$ cat src/rtl/pipeline_hazard_ctrl_if.sv
// pipeline_hazard_ctrl_if: hazard inputs from the datapath and stall/flush controls back to it.
interface pipeline_hazard_ctrl_if #(parameter int CNT_W = 16);
    logic [4:0]       id_rs;
    logic [4:0]       id_rt;
    logic             id_uses_rt;
    logic             ex_memRead;
    logic [4:0]       ex_writeReg;
    logic             mem_branch;
    logic             mem_zf;
    logic             mem_jump;
    logic             dmem_req;
    logic             dmem_ready;
    logic             pc_write;
    logic             ifid_write;
    logic             ifid_flush;
    logic             idex_flush;
    logic             exmem_flush;
    logic             pipe_hold;
    logic             pc_redirect;
    logic             halted;
    logic [CNT_W-1:0] stall_cnt;
    logic [CNT_W-1:0] flush_cnt;

    modport master (
        output id_rs, id_rt, id_uses_rt, ex_memRead, ex_writeReg,
               mem_branch, mem_zf, mem_jump, dmem_req, dmem_ready,
        input  pc_write, ifid_write, ifid_flush, idex_flush, exmem_flush,
               pipe_hold, pc_redirect, halted, stall_cnt, flush_cnt
    );

    modport slave (
        input  id_rs, id_rt, id_uses_rt, ex_memRead, ex_writeReg,
               mem_branch, mem_zf, mem_jump, dmem_req, dmem_ready,
        output pc_write, ifid_write, ifid_flush, idex_flush, exmem_flush,
               pipe_hold, pc_redirect, halted, stall_cnt, flush_cnt
    );
endinterface

$ cat src/rtl/pipeline_hazard_ctrl.sv
// pipeline_hazard_ctrl: stall/flush sequencer for the 5-stage pipeline (load-use, MEM redirect,
// data-memory waits with timeout halt) plus saturating stall/flush counters.
module pipeline_hazard_ctrl #(
    parameter int CNT_W       = 16,
    parameter int MEM_TIMEOUT = 64
) (
    input logic                  clk,
    input logic                  rst_n,
    pipeline_hazard_ctrl_if.slave bus
);
    localparam int WW = $clog2(MEM_TIMEOUT + 1);
    localparam logic [WW-1:0] TMO = WW'(MEM_TIMEOUT);

    typedef enum logic [1:0] {RUN, MEM_WAIT, HALT} state_t;

    state_t           state;
    logic [WW-1:0]    wait_cnt;
    logic [CNT_W-1:0] stall_q;
    logic [CNT_W-1:0] flush_q;
    logic             halted_q;
    logic             taken, load_use, mwait, hold, redirect, bubble;

    always_comb begin
        taken    = (bus.mem_branch & bus.mem_zf) | bus.mem_jump;
        load_use = bus.ex_memRead & (bus.ex_writeReg != 5'd0) &
                   ((bus.ex_writeReg == bus.id_rs) | (bus.id_uses_rt & (bus.ex_writeReg == bus.id_rt)));
        mwait    = bus.dmem_req & ~bus.dmem_ready;
        // In MEM_WAIT only the ready strobe matters; the request is already latched in EX/MEM.
        hold     = (state == HALT) | ((state == RUN) & mwait) | ((state == MEM_WAIT) & ~bus.dmem_ready);
        redirect = ~hold & taken;
        bubble   = ~hold & ~taken & load_use;
    end

    assign bus.pc_write    = rst_n & ~hold & ~bubble;
    assign bus.ifid_write  = rst_n & ~hold & ~bubble;
    assign bus.ifid_flush  = ~rst_n | redirect;
    assign bus.idex_flush  = ~rst_n | redirect | bubble;
    assign bus.exmem_flush = ~rst_n | redirect;
    assign bus.pipe_hold   = rst_n & hold;
    assign bus.pc_redirect = rst_n & redirect;
    assign bus.halted      = halted_q;
    assign bus.stall_cnt   = stall_q;
    assign bus.flush_cnt   = flush_q;

    always_ff @(posedge clk or negedge rst_n) begin
        if (!rst_n) begin
            state    <= RUN;
            wait_cnt <= '0;
            stall_q  <= '0;
            flush_q  <= '0;
            halted_q <= 1'b0;
        end else begin
            if (!bus.pc_write && stall_q != '1) stall_q <= stall_q + 1'b1;
            if (redirect && flush_q != '1) flush_q <= flush_q + 1'b1;
            case (state)
                RUN: if (mwait) begin
                    state    <= MEM_WAIT;
                    wait_cnt <= WW'(1);
                end
                MEM_WAIT: if (bus.dmem_ready) begin
                    state    <= RUN;
                    wait_cnt <= '0;
                end else if (wait_cnt == TMO) begin
                    state    <= HALT;
                    halted_q <= 1'b1;
                end else wait_cnt <= wait_cnt + 1'b1;
                default: ;
            endcase
        end
    end
endmodule

$ cat src/flat_wrapper.sv
// flat-port wrapper written by rule: the top's interface ports become plain ports
module pipeline_hazard_ctrl_flat 
#(
    parameter int CNT_W       = 16,
    parameter int MEM_TIMEOUT = 64
)
  (clk, rst_n, bus_id_rs, bus_id_rt, bus_id_uses_rt, bus_ex_memRead, bus_ex_writeReg, bus_mem_branch, bus_mem_zf, bus_mem_jump, bus_dmem_req, bus_dmem_ready, bus_pc_write, bus_ifid_write, bus_ifid_flush, bus_idex_flush, bus_exmem_flush, bus_pipe_hold, bus_pc_redirect, bus_halted, bus_stall_cnt, bus_flush_cnt);
  pipeline_hazard_ctrl_if #(.CNT_W(CNT_W)) bus_i ();
  input logic clk;
  input logic rst_n;
  input wire logic [$bits(bus_i.id_rs)-1:0] bus_id_rs;
  input wire logic [$bits(bus_i.id_rt)-1:0] bus_id_rt;
  input wire logic [$bits(bus_i.id_uses_rt)-1:0] bus_id_uses_rt;
  input wire logic [$bits(bus_i.ex_memRead)-1:0] bus_ex_memRead;
  input wire logic [$bits(bus_i.ex_writeReg)-1:0] bus_ex_writeReg;
  input wire logic [$bits(bus_i.mem_branch)-1:0] bus_mem_branch;
  input wire logic [$bits(bus_i.mem_zf)-1:0] bus_mem_zf;
  input wire logic [$bits(bus_i.mem_jump)-1:0] bus_mem_jump;
  input wire logic [$bits(bus_i.dmem_req)-1:0] bus_dmem_req;
  input wire logic [$bits(bus_i.dmem_ready)-1:0] bus_dmem_ready;
  output wire logic [$bits(bus_i.pc_write)-1:0] bus_pc_write;
  output wire logic [$bits(bus_i.ifid_write)-1:0] bus_ifid_write;
  output wire logic [$bits(bus_i.ifid_flush)-1:0] bus_ifid_flush;
  output wire logic [$bits(bus_i.idex_flush)-1:0] bus_idex_flush;
  output wire logic [$bits(bus_i.exmem_flush)-1:0] bus_exmem_flush;
  output wire logic [$bits(bus_i.pipe_hold)-1:0] bus_pipe_hold;
  output wire logic [$bits(bus_i.pc_redirect)-1:0] bus_pc_redirect;
  output wire logic [$bits(bus_i.halted)-1:0] bus_halted;
  output wire logic [$bits(bus_i.stall_cnt)-1:0] bus_stall_cnt;
  output wire logic [$bits(bus_i.flush_cnt)-1:0] bus_flush_cnt;
  assign bus_i.id_rs = bus_id_rs;
  assign bus_i.id_rt = bus_id_rt;
  assign bus_i.id_uses_rt = bus_id_uses_rt;
  assign bus_i.ex_memRead = bus_ex_memRead;
  assign bus_i.ex_writeReg = bus_ex_writeReg;
  assign bus_i.mem_branch = bus_mem_branch;
  assign bus_i.mem_zf = bus_mem_zf;
  assign bus_i.mem_jump = bus_mem_jump;
  assign bus_i.dmem_req = bus_dmem_req;
  assign bus_i.dmem_ready = bus_dmem_ready;
  assign bus_pc_write = bus_i.pc_write;
  assign bus_ifid_write = bus_i.ifid_write;
  assign bus_ifid_flush = bus_i.ifid_flush;
  assign bus_idex_flush = bus_i.idex_flush;
  assign bus_exmem_flush = bus_i.exmem_flush;
  assign bus_pipe_hold = bus_i.pipe_hold;
  assign bus_pc_redirect = bus_i.pc_redirect;
  assign bus_halted = bus_i.halted;
  assign bus_stall_cnt = bus_i.stall_cnt;
  assign bus_flush_cnt = bus_i.flush_cnt;
  pipeline_hazard_ctrl #(.CNT_W(CNT_W), .MEM_TIMEOUT(MEM_TIMEOUT)) u_core (.clk(clk), .rst_n(rst_n), .bus(bus_i));
endmodule
$ cat config.mk
export PLATFORM = sky130hd
export DESIGN_NAME = pipeline_hazard_ctrl_flat
export DESIGN_NICKNAME = d
export VERILOG_FILES = /design/src/rtl/pipeline_hazard_ctrl_if.sv /design/src/rtl/pipeline_hazard_ctrl.sv /design/src/flat_wrapper.sv
export SDC_FILE = /design/constraint.sdc
export NUM_CORES = 1
export LEC_CHECK = 0
export CORE_UTILIZATION = 39
export DETAILED_ROUTE_END_ITERATION = 8
export PLACE_DENSITY = 0.65
export SYNTH_ARGS = -nofsm -noshare
export SYNTH_HDL_FRONTEND = slang
export SYNTH_SLANG_ARGS = --single-unit
export TNS_END_PERCENT = 1
$ cat constraint.sdc
create_clock -name clk -period 2.5 [get_ports clk]
set_clock_uncertainty 0.1 [all_clocks]
set_input_delay 0.5 -clock clk [delete_from_list [all_inputs] [get_ports clk]]
set_output_delay 0.5 -clock clk [all_outputs]
set_load 0.05 [all_outputs]
==> Implementation_results.wiki, run 1 <==
== Implementation results ==
{| class="wikitable"
! Metric !! Value
|-
| Sequential area share after synthesis || 45.8%
|-
| Type of the worst min-delay path || input port to asynchronous set/reset pin
|-
| Cells after synthesis || 218
|-
| Chip area in the Yosys report || 2300 µm²
|-
| Synthesized flop and latch total || 42
|-
| Detailed placer's ending HPWL || 3920 µm
|-
| Initial drt markers || 81
|-
| Aggregate global-route resource usage || 19.1%
|-
| Final worst slack || 0.0683 ns
|-
| Proportion of register bits with asynchronous set or reset after synthesis || 100%
|-
| Final critical-path required period || 2.43 ns
|-
| Number of buffers created by CTS || 5
|-
| Total gr overflow || 0
|-
| Total negative setup slack || 0 ns
|-
| Clock tree from TritonCTS || built
|-
| Run status || finished clean
|-
| Post-synth top area share || 45.8%
|-
| Reg-to-reg startpoint || u_core.state[0]$_DFFE_PN0P_
|-
| Routed via count divided by cell count || 5.02
|-
| Row count || 27
|-
| Power per cell area || 774 nW/µm²
|-
| Number of synthesized flops with an enable pin || 0
|-
| Crit-path cells || buf_2 -> or4_4 -> o211ai_2 -> or2_4 -> and2_4 -> buf_12
|-
| Worst slack at placement || -0.372 ns
|-
| Startpoint class of the critical path || input port
|-
| Largest stage delay, worst path || 0.53 ns
|-
| Number of nets with antenna violations after detailed routing || 0
|-
| Number of antenna violations at the first check in global routing || 0
|-
| Final routed wirelength across all metal layers || 5400 µm
|-
| Gpl congestion || 0.791
|}
## run 1: where the power goes
part           switching (mW)  total (mW)  internal, mW  leakage (nW)
logic                   0.691        1.13         0.438         0.861
clock network           0.240       0.462         0.222        0.0472
registers               0.186       0.993         0.807         0.524
total                    1.12        2.58          1.47          1.43
## run 1: stage by stage
step                cells  cell area, µm²
floorplan             218            2300
global placement      372            3200
detailed placement    372            3200
CTS                   384            3320
global route          384            3340
finish                384            3340
## run 1: metal layers
metal / GRT usage, % / wire, µm
met1: 25.7 / 2510
met2: 31.0 / 2620
met3: 3.68 / 207
met4: 5.93 / 66
met5: 0 / 0
## run 1: repair_timing
item | in CTS | in global routing
buffers inserted | 4 | 0
pin swaps | 10 | 15
resized | 28 | 20
endpoints found under the setup margin | 3 | 16
endpoints found under the hold margin | 0 | 0
## run 1: layout make-up
type	count	area, µm²
timing repair buffer	91	861
inverter	7	26.3
tap	72	90.1
fill	514	2270
multi-input combinational	164	1220
clock buffer	6	82.6
sequential	42	1050
clock inverter	2	12.5
## run 1: registers in the layout, summed over array words and instances, names as in the netlist
| signal | count |
|---|---|
| u_core.state | 2 |
| u_core.bus.halted | 1 |
| u_core.bus.stall_cnt | 16 |
| u_core.wait_cnt | 7 |
| u_core.bus.flush_cnt | 16 |
## run 1: kinds of logic (layout without fill, tap and decap cells)
kind of cell             Yosys count  count (layout)  synth area share (%)
flip-flops                        42              42                  45.8
AND-OR/OR-AND                     24              24                  9.10
buffers and inverters             12             106                  3.10
XOR/XNOR                          44              44                  16.8
multiplexers                       2               2                  1.14
adder cells (fa/ha/maj)            4               4                  2.18
AND/OR/NAND/NOR                   90              90                  21.9
## run 1: cells in the mapped netlist, drive strengths merged, types with 3 or more instances
master  count
nand2      17
xnor2      22
xor2       22
and3        5
nor4        4
ha          4
inv         7
buf         5
a21oi       4
dfrtp      42
a21o        3
nor3        9
nand3      15
nand4      14
and2        4
a211oi      3
nor2       16
## run 1: final timing paths
check | slack [ns] | to | cells after the start
worst max-delay path | 0.07 | bus_ifid_write | 6
min in group clk | 0.38 | u_core.bus.halted$_DFFE_PN0N_ | 1
worst min-delay path | 0.24 | u_core.state[0]$_DFFE_PN0P_ | 2
max in group asynchronous | 1.68 | u_core.bus.flush_cnt[0]$_DFFE_PN0P_ | 2
worst max register to register | 0.40 | u_core.bus.flush_cnt[1]$_DFFE_PN0P_ | 6
worst min register to register | 0.38 | u_core.bus.halted$_DFFE_PN0N_ | 1
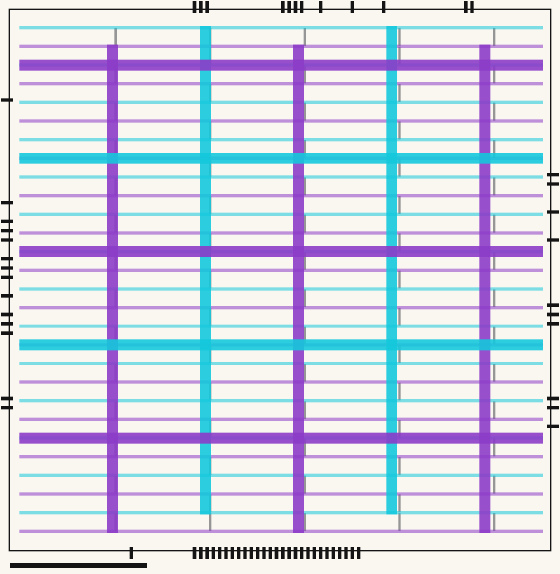
Run 1: supply network
The bar under the picture is 20 µm long. Pins as bars on the die edge. Tap cells in gray.
[VDD] cyan
[VSS] purple
rows: 27
met1 rails: 28
met5 straps: 5
signal pins: 64
peak supply drop: 714 µV
Core Box Area: 5610 µm²
Die Wd: 78.8 µm
Die Y-Extent: 78.8 µm

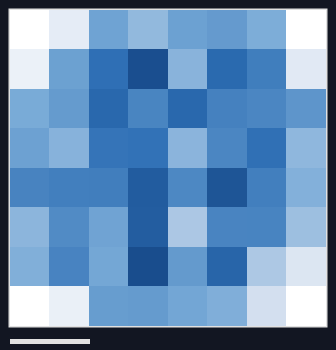
Run 1: cell density map
The bar under the picture is 20 µm long. 8 x 8 tiles, from white (low) to dark blue (high), 0 to 100% covered.
mean over tiles: 52%
tiles over 75% full: 14%
nearly empty tiles: 6.2%
fullest tile: 88%

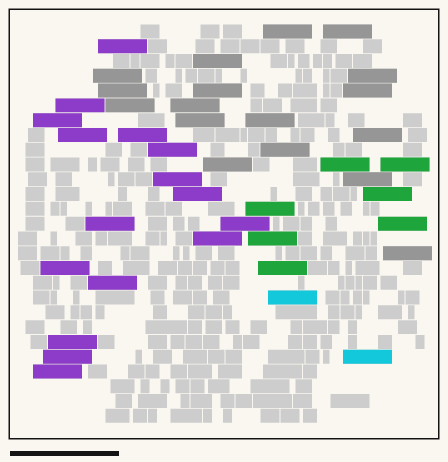
Run 1: sequential cells colored by netlist name
The bar under the picture is 20 µm long.
[`u_core.state`] cyan | flops: 2
[`u_core.bus.stall_cnt`] purple | flops: 16
[`u_core.wait_cnt`] green | flops: 7 | where: middle right

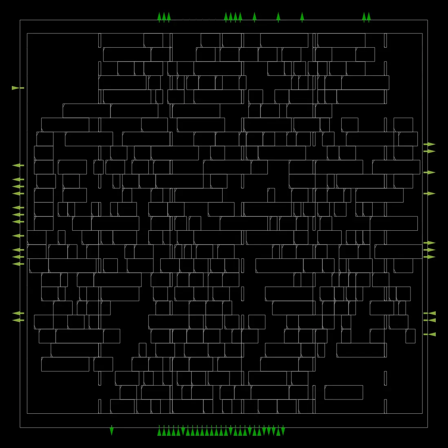
Run 1: placed standard cells
final instance count without filler cells: 384
fill count: 514

Run 1, wires at chosen ports, followed through buffers:
The bar under the picture is 20 µm long.
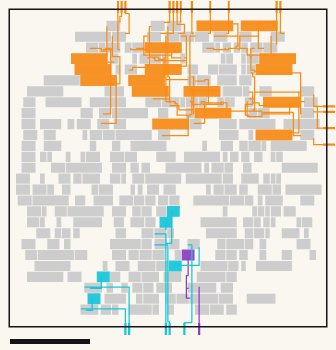

==> run 1 -> run 2 <==
--- a/config.mk
+++ b/config.mk
@@ -5,9 +5,11 @@
 export SDC_FILE = /design/constraint.sdc
 export NUM_CORES = 1
 export LEC_CHECK = 0
-export CORE_UTILIZATION = 39
+export CELL_PAD_IN_SITES_DETAIL_PLACEMENT = 2
+export CELL_PAD_IN_SITES_GLOBAL_PLACEMENT = 2
+export CORE_UTILIZATION = 30
 export DETAILED_ROUTE_END_ITERATION = 8
-export PLACE_DENSITY = 0.65
+export PLACE_DENSITY = 0.79
 export SYNTH_ARGS = -nofsm -noshare
 export SYNTH_HDL_FRONTEND = slang
 export SYNTH_SLANG_ARGS = --single-unit
==> constraint.sdc (replaced) <==
create_clock -name clk -period 2.5 [get_ports clk]
set_clock_uncertainty 0.1 [all_clocks]
set_input_delay 0.5 -clock clk [delete_from_list [all_inputs] [get_ports clk]]
set_output_delay 0.5 -clock clk [all_outputs]
set_load 0.005 [all_outputs]
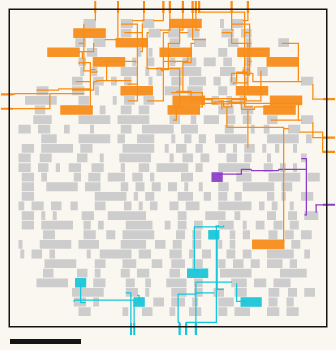
Run 2: wires at chosen ports, followed through buffers
The bar under the picture is 20 µm long.
[`bus_flush_cnt`] orange | direction: output | edge: 11 top, 3 right, 2 left | end cells: 16 | wire: 766 µm
[`bus_ifid_write`] purple | direction: output | edge: right | end cells: 1 | wire: 49.4 µm
[`bus_id_rs`] cyan | direction: input | edge: bottom | end cells: 5 | wire: 172 µm
number of placed I/O pins: 64
IO buf count: 63

==> run 2 against run 1 <==
The run now ends with setup timing left; setup slack worse by 0.11 ns; count of clock-buffer cells in the layout unchanged; area after synthesis unchanged; first-iteration DRC count down 22%; sequential power about the same; die size up 29%; total power down 8.8%; largest cell class unchanged.
==> Implementation_results.wiki, run 2 <==
== Implementation results ==
{| class="wikitable"
! Metric !! Value
|-
| Run status || complete, but fails checks
|-
| Violated checks || setup timing
|-
| Final instance count without filler cells || 421 (+9.6%)
|-
| Routed via count divided by cell count || 5.05 (+0.48%)
|-
| Cells after synthesis || 218 (unchanged)
|-
| Placed cell count || 403 (+8.3%)
|-
| Die Wd || 89.5 µm (+14%)
|-
| Initial drt markers || 63 (-22%)
|-
| Synthesized flop and latch total || 42 (unchanged)
|-
| Number of nets with antenna violations after detailed routing || 0 (unchanged)
|-
| Clock tree from TritonCTS || built
|-
| Final Setup Violations || 2
|-
| Die Y-Extent || 89.5 µm (+14%)
|-
| Gpl congestion || 0.791 (about the same)
|-
| Sequential area share after synthesis || 45.8% (unchanged)
|-
| Total gr overflow || 0 (unchanged)
|-
| Number of buffers created by CTS || 5 (unchanged)
|-
| Power per cell area || 679 nW/µm² (-12%)
|-
| Number of synthesized flops with an enable pin || 0 (unchanged)
|-
| Final worst slack || -0.0462 ns (-0.114 ns)
|-
| Aggregate global-route resource usage || 21.3% (+2.2 points)
|-
| Proportion of register bits with asynchronous set or reset after synthesis || 100% (unchanged)
|-
| Chip area in the Yosys report || 2300 µm² (unchanged)
|-
| Leading cell types by count after synthesis || 42 x sky130_fd_sc_hd__dfrtp_1, 22 x sky130_fd_sc_hd__xnor2_1, 22 x sky130_fd_sc_hd__xor2_1
|}
run 2: path summary, 6_finish.rpt:
check	from	to	slack [ns]	cells after the start
setup reg to reg	u_core.wait_cnt[3]$_DFFE_PN0P_	u_core.wait_cnt[4]$_DFFE_PN0P_	0.25	7
setup / recovery	bus_id_rs[3]	bus_ifid_write	-0.05	7
hold reg to reg	u_core.bus.halted$_DFFE_PN0N_	u_core.bus.halted$_DFFE_PN0N_	0.37	1
max in group asynchronous	rst_n	u_core.bus.stall_cnt[8]$_DFFE_PN0P_	1.74	2
hold / removal	rst_n	u_core.bus.flush_cnt[3]$_DFFE_PN0P_	0.10	2
min in group clk	u_core.bus.halted$_DFFE_PN0N_	u_core.bus.halted$_DFFE_PN0N_	0.37	1
run 2: power breakdown:
part	leakage [nW]	switching [mW]	internal, mW	total, mW
combinational	0.919	0.341	0.448	0.789
sequential	0.523	0.202	0.807	1.01
clock	0.0514	0.261	0.299	0.560
total	1.49	0.803	1.55	2.36
run 2: routing by layer:
metal  track usage [%]  part of all wire, %
met1              28.2                   44
met2              36.8                   51
met3              3.05                  3.0
met4              5.19                  1.5
met5                 0                    0
run 2: final cells by class:
type	instances	area (µm²)
fillers	752	3860
multi-input cells	164	1260
flip-flops and latches	42	1050
repair buffers	101	896
well taps	99	124
clock buffers	6	72.6
clock inverters	2	37.5
inverters	7	26.3
run 2: stage by stage:
stage | util [%] | setup WS (ns) | area, µm²
2_1_floorplan | - | 0.210 | 2300
3_3_place_gp | 44.0 | -0.588 | 3220
3_5_place_dp | 44.0 | -0.711 | 3220
4_1_cts | 46.6 | -0.0930 | 3410
5_1_grt | 47.4 | -0.159 | 3470
6_report | 47.4 | -0.0462 | 3470
run 2: critical path: stages:
cell and delay (ns):
sky130_fd_sc_hd__clkdlybuf4s50_1 0.47, sky130_fd_sc_hd__xor2_1 0.17, sky130_fd_sc_hd__nor2_1 0.07, sky130_fd_sc_hd__a32oi_2 0.19, sky130_fd_sc_hd__or2_1 0.18, sky130_fd_sc_hd__and2_4 0.16, sky130_fd_sc_hd__clkdlybuf4s15_2 0.19
run 2: logic make-up (layout without fill, tap and decap cells):
| kind of cell | count (synthesis) | in the layout | synth area share [%] |
|---|---|---|---|
| mux | 2 | 2 | 1.14 |
| xor+xnor | 44 | 44 | 16.8 |
| compound gates | 24 | 24 | 9.10 |
| simple gates | 90 | 90 | 21.9 |
| buf+inv | 12 | 116 | 3.10 |
| flops | 42 | 42 | 45.8 |
| fa+ha+maj | 4 | 4 | 2.18 |
run 2: what timing repair did:
action,4_1_cts,5_1_grt
resized,39,25
pin swaps,11,11
buffers inserted,7,3
setup endpoints to repair,8,21
endpoints found under the hold margin,0,0
==> run 2 -> run 3 <==
--- a/config.mk
+++ b/config.mk
@@ -9,6 +9,7 @@
 export CELL_PAD_IN_SITES_GLOBAL_PLACEMENT = 2
 export CORE_UTILIZATION = 30
 export DETAILED_ROUTE_END_ITERATION = 8
+export GPL_ROUTABILITY_DRIVEN = 1
 export PLACE_DENSITY = 0.79
 export SYNTH_ARGS = -nofsm -noshare
 export SYNTH_HDL_FRONTEND = slang
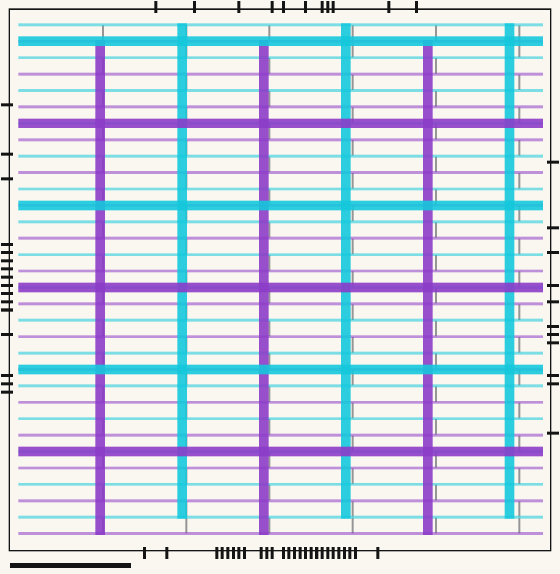
Run 3: supply network
The bar under the picture is 20 µm long. Pins as bars on the die edge. Tap cells in gray.
[VDD] cyan
[VSS] purple
rows: 31
met4 straps: 6

==> run 3 against run 2 <==
The flow still finishes with violations (setup timing); sequential power about the same; wire length did not move; final cell count unchanged; utilization unchanged; maximum frequency unchanged; sequential share of layout area is the same; final area unchanged; first-iteration DRC count is the same; critical path type unchanged; non-clock buffer count unchanged; synthesized cell count is the same; total power did not move; clock power is essentially flat.
==> Implementation_results.wiki, run 3 <==
== Implementation results ==
{| class="wikitable"
! Metric !! Value
|-
| IO buf count || 63 (unchanged)
|-
| Internal portion of total power || 1.55 mW (unchanged)
|-
| Met1 wire length || 3590 µm (unchanged)
|-
| Power per cell area || 679 nW/µm² (unchanged)
|-
| Proportion of register bits with asynchronous set or reset after synthesis || 100% (unchanged)
|-
| Final worst slack || -0.0462 ns (unchanged)
|-
| FF-to-FF End || u_core.wait_cnt[4]$_DFFE_PN0P_
|-
| Routed via count divided by cell count || 5.05 (unchanged)
|-
| Number of placed I/O pins || 64 (unchanged)
|-
| Gpl congestion || 0.791 (unchanged)
|-
| FF-to-FF path depth || 7 (unchanged)
|-
| Sequential area share after synthesis || 45.8% (unchanged)
|-
| Worst setup path startpoint || bus_id_rs[3]
|-
| Net switching power of the design || 803 µW (unchanged)
|-
| Initial drt markers || 63 (unchanged)
|-
| Finished Cell Area || 3470 µm² (unchanged)
|-
| Placed cell count || 403 (unchanged)
|-
| Switching part of the total power || 34.1% (unchanged)
|-
| Violated checks || setup timing
|-
| Cell area after placement || 3220 µm² (unchanged)
|-
| Run status || complete, but fails checks
|-
| Largest delay contributor family on the critical path || buffers and inverters
|-
| Number of buffers created by CTS || 5 (unchanged)
|-
| Clock tree from TritonCTS || built
|-
| Total gr overflow || 0 (unchanged)
|-
| Share of power burned in the clock network || 23.8% (about the same)
|-
| Master of the slowest instance on the critical path || sky130_fd_sc_hd__clkdlybuf4s50_1
|-
| Reg-to-reg startpoint || u_core.wait_cnt[3]$_DFFE_PN0P_
|-
| Final instance count without filler cells || 421 (unchanged)
|-
| Die Wd || 89.5 µm (unchanged)
|-
| Combinational power share || 33.5% (about the same)
|-
| Number of nets with antenna violations after detailed routing || 0 (unchanged)
|-
| Chip area in the Yosys report || 2300 µm² (unchanged)
|-
| Die Y-Extent || 89.5 µm (unchanged)
|-
| Crit-path cells || clkdlybuf4s50_1 -> xor2_1 -> nor2_1 -> a32oi_2 -> or2_1 -> and2_4 -> clkdlybuf4s15_2
|-
| Final Setup Violations || 2 (unchanged)
|-
| Cells after synthesis || 218 (unchanged)
|}
## run 3: cell counts after synthesis
Identical to the previous run, type by type.
## run 3: worst max-delay path by stage
stage                                 to  cells past startpoint  slack [ns]
final                     bus_ifid_write                      7       -0.05
after global routing      bus_ifid_write                      7       -0.16
after CTS                 bus_ifid_flush                      6       -0.09
after detailed placement  bus_idex_flush                      8       -0.71
after global placement    bus_idex_flush                      7       -0.59
after floorplan             bus_pc_write                      5        0.21
## run 3: metrics by stage
| stage | worst slack, ns | power, mW |
|---|---|---|
| after floorplan | 0.210 | 1.29 |
| after global placement | -0.588 | 1.72 |
| after detailed placement | -0.711 | 1.76 |
| after CTS | -0.0930 | 2.34 |
| after global routing | -0.159 | 2.48 |
| final | -0.0462 | 2.36 |
## run 3: repair_timing
action,CTS,global route
buffers inserted,7,3
gates resized,39,25
pin swaps,11,11
setup endpoints to repair,8,21
## run 3: cell type report
cell class                 count  area (µm²)
fill                         752        3860
timing repair buffer         101         896
sequential                    42        1050
clock buffer                   6        72.6
clock inverter                 2        37.5
tap                           99         124
inverter                       7        26.3
multi-input combinational    164        1260
## run 3: worst register-to-register path: stages, from the launching register on
cell and delay [ns]:
sky130_fd_sc_hd__dfrtp_1 0.44, sky130_fd_sc_hd__nor4_1 0.64, sky130_fd_sc_hd__a41o_1 0.32, sky130_fd_sc_hd__nor2_1 0.07
sky130_fd_sc_hd__buf_4 0.17, sky130_fd_sc_hd__nand4_1 0.12, sky130_fd_sc_hd__xor2_1 0.19, sky130_fd_sc_hd__nor2_1 0.07
## run 3: cells by family (layout without fill, tap and decap cells)
family	after synthesis	count (layout)	share of synthesized area [%]
simple gates	90	90	21.9
mux	2	2	1.14
buf+inv	12	116	3.10
fa+ha+maj	4	4	2.18
xor+xnor	44	44	16.8
compound gates	24	24	9.10
flops	42	42	45.8
## run 3: power by group through the flow
stage / combinational, mW / clock, mW / sequential, mW
2_1_floorplan: 0.316 / 0 / 0.973
3_3_place_gp: 0.715 / 0 / 1.00
3_5_place_dp: 0.749 / 0 / 1.01
4_1_cts: 0.778 / 0.562 / 1.00
5_1_grt: 0.854 / 0.593 / 1.04
6_report: 0.789 / 0.560 / 1.01
## run 3: metal layers
metal	vias up	global-route usage [%]
met3	12	3.05
met2	54	36.8
li1	967	-
met1	1091	28.2
met4	0	5.19
met5	-	0
Power figures rest on the tool's default switching activity, not on a simulated workload.
